==> config.mk <==
export PLATFORM = sky130hd
export DESIGN_NAME = reorder_buffer
export DESIGN_NICKNAME = d
export VERILOG_FILES = /design/src/rtl/rob_pkg.sv /design/src/rtl/rob_youngest_match.sv /design/src/rtl/reorder_buffer.sv
export SDC_FILE = /design/constraint.sdc
export NUM_CORES = 1
export LEC_CHECK = 0
export CAP_MARGIN = 20
export CORE_UTILIZATION = 63
export CTS_CLUSTER_SIZE = 40
export DETAILED_ROUTE_END_ITERATION = 10
export GPL_TIMING_DRIVEN = 0
export PLACE_DENSITY = 0.9
export SLEW_MARGIN = 20
export SYNTH_ARGS = -nofsm -noshare
export SYNTH_HDL_FRONTEND = slang
export SYNTH_SLANG_ARGS = --single-unit
==> constraint.sdc <==
create_clock -name clk -period 11.9 [get_ports clk]
set_input_delay 3.57 -clock clk [delete_from_list [all_inputs] [get_ports clk]]
set_output_delay 3.57 -clock clk [all_outputs]
set_load 0.1 [all_outputs]
Fig. 1: run 1, metal 1
Scale bar: 50 um. Supply wires on this layer in gray.
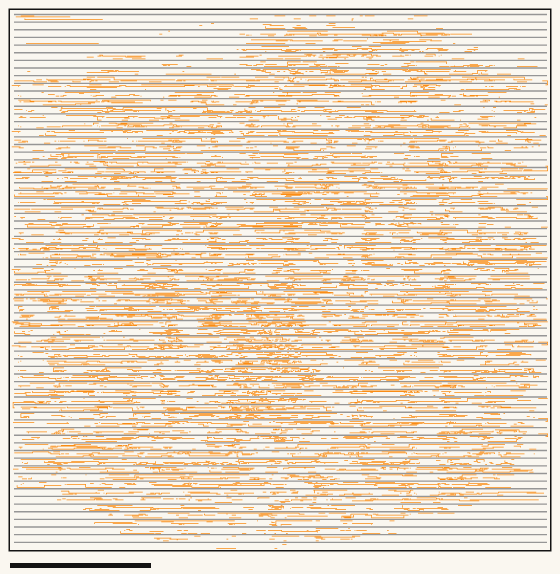
The layer carries 18,400 um of wire. The longest straight run is 55.7 um. The wires run mostly horizontal. The layer holds 35% of the routed length.
total via count after detailed routing: 12.3k
met1 GRT Util: 0.361
detailed-route wire length: 53.0 mm

Fig. 2: run 1, met2 routing
Scale bar: 50 um.
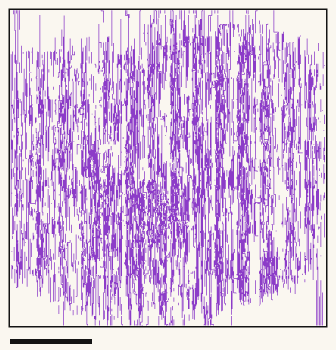
The longest straight run is 92.5 um. 1,362 nets have wire on it. The layer holds 53% of the routed length. The layer carries 27.9 mm of wire. The wires run mostly vertical.
met2 Usage GRT: 0.517

Fig. 3: run 1, signal wires on met3
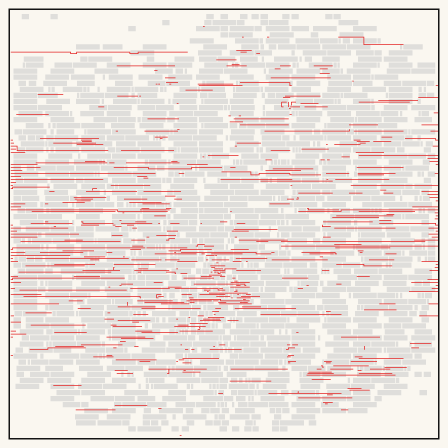
303 nets have wire on it. The layer carries 4,800 um of wire. The layer holds 9.1% of the routed length.
GR Util met3: 0.0605

Fig. 4: run 1, M4 wires
Scale bar: 50 um. Supply wires on this layer in gray.
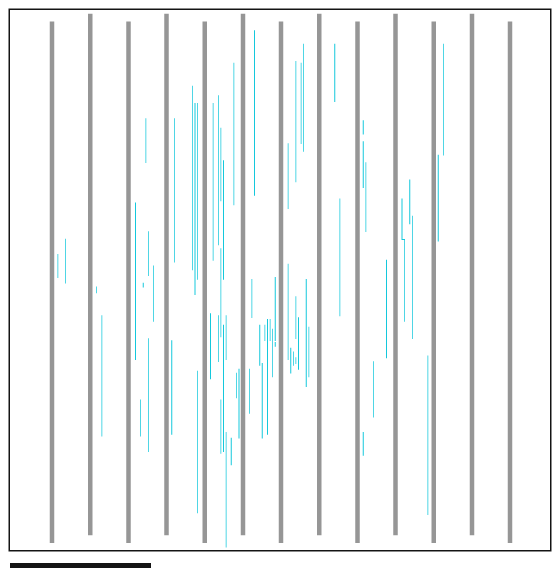
The layer carries 1,920 um of wire. The layer holds 3.6% of the routed length. The longest straight run is 68.0 um. 58 nets have wire on it.

==> results.env, run 1 <==
FIN_HOLD_WS_PS=514
FF2FF_SETUP_SLACK_PS=8290
FF_TYPE='edfxtp_1'
GRT_FIRST_PASS_WIRELENGTH_MM=77.3
POST_SYNTH_MUX_AREA_SHARE=0.145
YS_WARN_COUNT=0
FIN_NETS=1469
ROUTE.DETAILED.DRC=0
CLOCK_PATH_BUFFERS=3
POST_SYNTH_MOST_FREQUENT_CELLS='560 x edfxtp_1, 156 x nand2_1, 140 x mux4_2'
POWER.TOTAL_mW=7.06
CORE_AREA_UM2=35600
SYNTH.LIB_CELLS_USED.DISTINCT=52
SYNTH_SIMPLE_GATE_AREA_SHARE=0.0374
HOLD_PATH_CLASS='flop to flop'
PEAKVDDDROP_uV=244
WORST_SETUP_HOLD_PATH_CLK_SLEW_PS=60
RUN_STATUS='finished clean'
HTREE_NUM_LEVELS=2
CLOCK.FMAX_MHz=126
CHIP_AREA_UM2=36900
GRT_MAX_DEGREE=27
CRITPATHREQUIREDTIME_PS=8330
WORST_PATH_ARRIVAL_TIME_PS=4360
ADDER_CELL_SHARE_OF_THE_SYNTHESIZED_AREA=0.00473
TIMING.REG2REG.WORST_PATH_DEPTH=14
FINALCLOCKPERIODUSAGE=0.666
FIN_SETUP_TNS_PS=0
WORST_PIN_SLEW_PS=1090
CTS_ROOT_BUF='clkbuf_16'
YS_TOP_CELLS_BY_AREA='edfxtp_1 74%, mux4_2 14%, dfrtp_1 2.9%'
-- run 1: area by class of cell --
class,count,area share
Sequential cell,586,0.645
Tap cell,461,0.0213
Multi-Input combinational cell,466,0.184
Buffer,60,0.0113
Timing Repair Buffer,199,0.0760
Inverter,16,0.00222
Clock inverter,30,0.00633
Antenna cell,5,0.000462
Clock buffer,71,0.0530
-- run 1: layer usage --
| metal | share of wire | track usage |
|---|---|---|
| met4 | 0.036 | 0.117 |
| met5 | 0.00030 | 0 |
| met1 | 0.35 | 0.361 |
| met3 | 0.091 | 0.0605 |
| met2 | 0.53 | 0.517 |
-- run 1: cell families (layout without fill, tap and decap cells) --
kind of cell    after synthesis  in the layout
mux                         151            151
xor+xnor                      5              5
buf+inv                      76            376
compound gates              102            102
flops                       586            586
simple gates                200            200
other cells                   0              5
fa+ha+maj                     8              8
-- run 1: metrics by stage --
stage / setup slack [ps] / instances
after floorplan: 3990 / 1128
after global placement: 357 / 1739
after detailed placement: 4720 / 1788
after CTS: 4020 / 1889
after global routing: 3900 / 1889
final: 3970 / 1894
-- run 1: power breakdown --
part | leakage (nW) | total (mW) | switching (mW) | internal (mW)
clock network | 0.792 | 1.59 | 0.721 | 0.871
registers | 5.38 | 2.60 | 0.0932 | 2.51
logic | 2.71 | 2.87 | 1.95 | 0.920
-- run 1: critical path, cell delays in order (launching register included) --
cell and delay (ps):
dfrtp_1 460, buf_2 360, buf_2 360, buf_1 660, mux4_2 360, nand2_1 70
a21oi_1 290, clkdlybuf4s50_1 1200
-- run 1: layout by cell type (no fill, tap or decap), types with 15 or more instances in the layout --
cell	instances
mux4_2	140
buf_4	18
dfrtp_1	26
a21oi_1	75
clkdlybuf4s50_1	149
clkinv_1	15
edfxtp_1	560
clkbuf_1	38
clkbuf_16	55
nand2_1	156
buf_2	38
Fig. 5: run 1, routing congestion
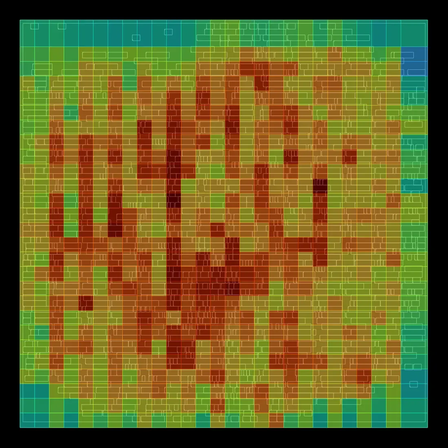

--- run 2 (diff from run 1) ---
- CORE_UTILIZATION: 63 -> 59
- PLACE_DENSITY: 0.9 -> 0.86
- clock period: 11.9 -> 7.5 ns (I/O delays scaled with it)
Fig. 6: run 2, routing congestion
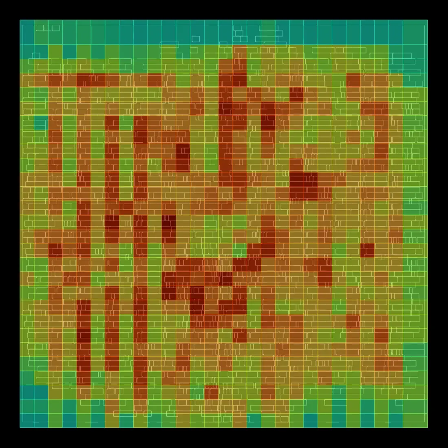
met1 GRT Util: 0.351
Routed wire per std cell: 26.7 um
GR Util met3: 0.0562
most heavily used metal layer in global routing: met2
met2 Usage GRT: 0.465

==> results.env, run 2 <==
RUN_STATUS='finished clean'
CLOCK.FMAX_MHz=152
WORST_PATH_ARRIVAL_TIME_PS=4310  # -50 ps
CORE_AREA_UM2=37800  # +6.1%
POWER.SEQUENTIAL.FRACTION=0.359  # -0.009
GRT_MAX_DEGREE=28  # +3.7%
DP_SLACK_PS=1630  # -3090 ps
PEAKVDDDROP_uV=330  # +35%
POWER_SWITCHING_mW=4.38  # +58%
FIN_SETUP_TNS_PS=0  # unchanged
FINALCLOCKPERIODUSAGE=0.875
POST_SYNTH_MUX_AREA_SHARE=0.145  # unchanged
P_CLK_FRAC=0.246  # +0.021
CTS_ROOT_BUF='clkbuf_16'
POWER_SWITCHING_SHARE=0.381  # -0.00983
GRT_FIRST_PASS_WIRELENGTH_MM=77.0  # -0.30%
POSTROUTEWIRELENGTH_MM=52.0  # -2.0%
FF_TYPE='edfxtp_1'
SYNTH.LIB_CELLS_USED.DISTINCT=52  # unchanged
SYNTH_SIMPLE_GATE_AREA_SHARE=0.0374  # unchanged
YS_WARN_COUNT=0  # unchanged
VIAS=12100  # -1.6%
HTREE_NUM_LEVELS=2  # unchanged
HOLD_PATH_CLASS='flop to flop'
YS_TOP_CELLS_BY_AREA='edfxtp_1 74%, mux4_2 14%, dfrtp_1 2.9%'
COMB_POWER_SHARE=0.395  # -0.011
MOST_FREQUENTLY_PLACED_LOGIC_CELL_IN_THE_FINAL_LAYOUT='edfxtp_1'
CHIP_AREA_UM2=39300  # +6.7%
WORST_PIN_SLEW_PS=1100  # +3.02 ps
POST_SYNTH_MOST_FREQUENT_CELLS='560 x edfxtp_1, 156 x nand2_1, 140 x mux4_2'
INTERNAL-POWER_mW=7.10  # +65%
MOST-COMMON-LAYOUT-CELLS='560 x edfxtp_1, 156 x nand2_1, 149 x clkdlybuf4s50_1'
FF2FF_SETUP_SLACK_PS=3970  # -4320 ps
POWER.TOTAL_mW=11.5  # +62%
run 2: kinds of logic (layout without fill, tap and decap cells):
family / Yosys count / count (layout)
compound gates: 102 / 102
mux: 151 / 151
xor+xnor: 5 / 5
other cells: 0 / 3
fa+ha+maj: 8 / 8
simple gates: 200 / 200
flops: 586 / 586
buf+inv: 76 / 379
run 2: layout make-up:
type / instances / share of cell area
Buffer: 60 / 0.0111
Multi-Input combinational cell: 466 / 0.182
Sequential cell: 586 / 0.638
Tap cell: 511 / 0.0233
Clock inverter: 32 / 0.0136
Inverter: 16 / 0.00219
Clock buffer: 71 / 0.0536
Timing Repair Buffer: 200 / 0.0760
Antenna cell: 3 / 0.000274
run 2: worst max-delay path, stage by stage (launching register included):
cell             delay [ps]
dfrtp_1                 420
buf_2                   330
buf_2                   390
buf_1                   670
mux4_2                  350
nand2_1                  60
a21oi_1                 320
clkdlybuf4s50_1        1200
run 2: routing by layer:
layer	wire length [um]	vias to the layer above	GRT usage
met3	4490	117	0.0562
met2	26900	663	0.465
met4	1680	4	0.0996
met1	18900	6268	0.351
met5	26	-	0
li1	-	5087	-
run 2: metrics by stage:
| step | std cells | area (um^2) | hold slack [ps] |
|---|---|---|---|
| after floorplan | 1128 | 22700 | 471 |
| after global placement | 1789 | 24900 | 479 |
| after detailed placement | 1839 | 25500 | 489 |
| after CTS | 1942 | 27400 | 503 |
| after global routing | 1943 | 27400 | 553 |
| final | 1945 | 27400 | 498 |
run 2: power by group through the flow:
stage / combinational (mW) / clock [mW] / sequential [mW]
2_1_floorplan: 3.22 / 0 / 4.20
3_3_place_gp: 4.33 / 0 / 4.18
3_5_place_dp: 4.51 / 0 / 4.17
4_1_cts: 4.56 / 2.84 / 4.12
5_1_grt: 4.76 / 2.97 / 4.14
6_report: 4.53 / 2.83 / 4.12
Power and IR drop assume default switching activity.
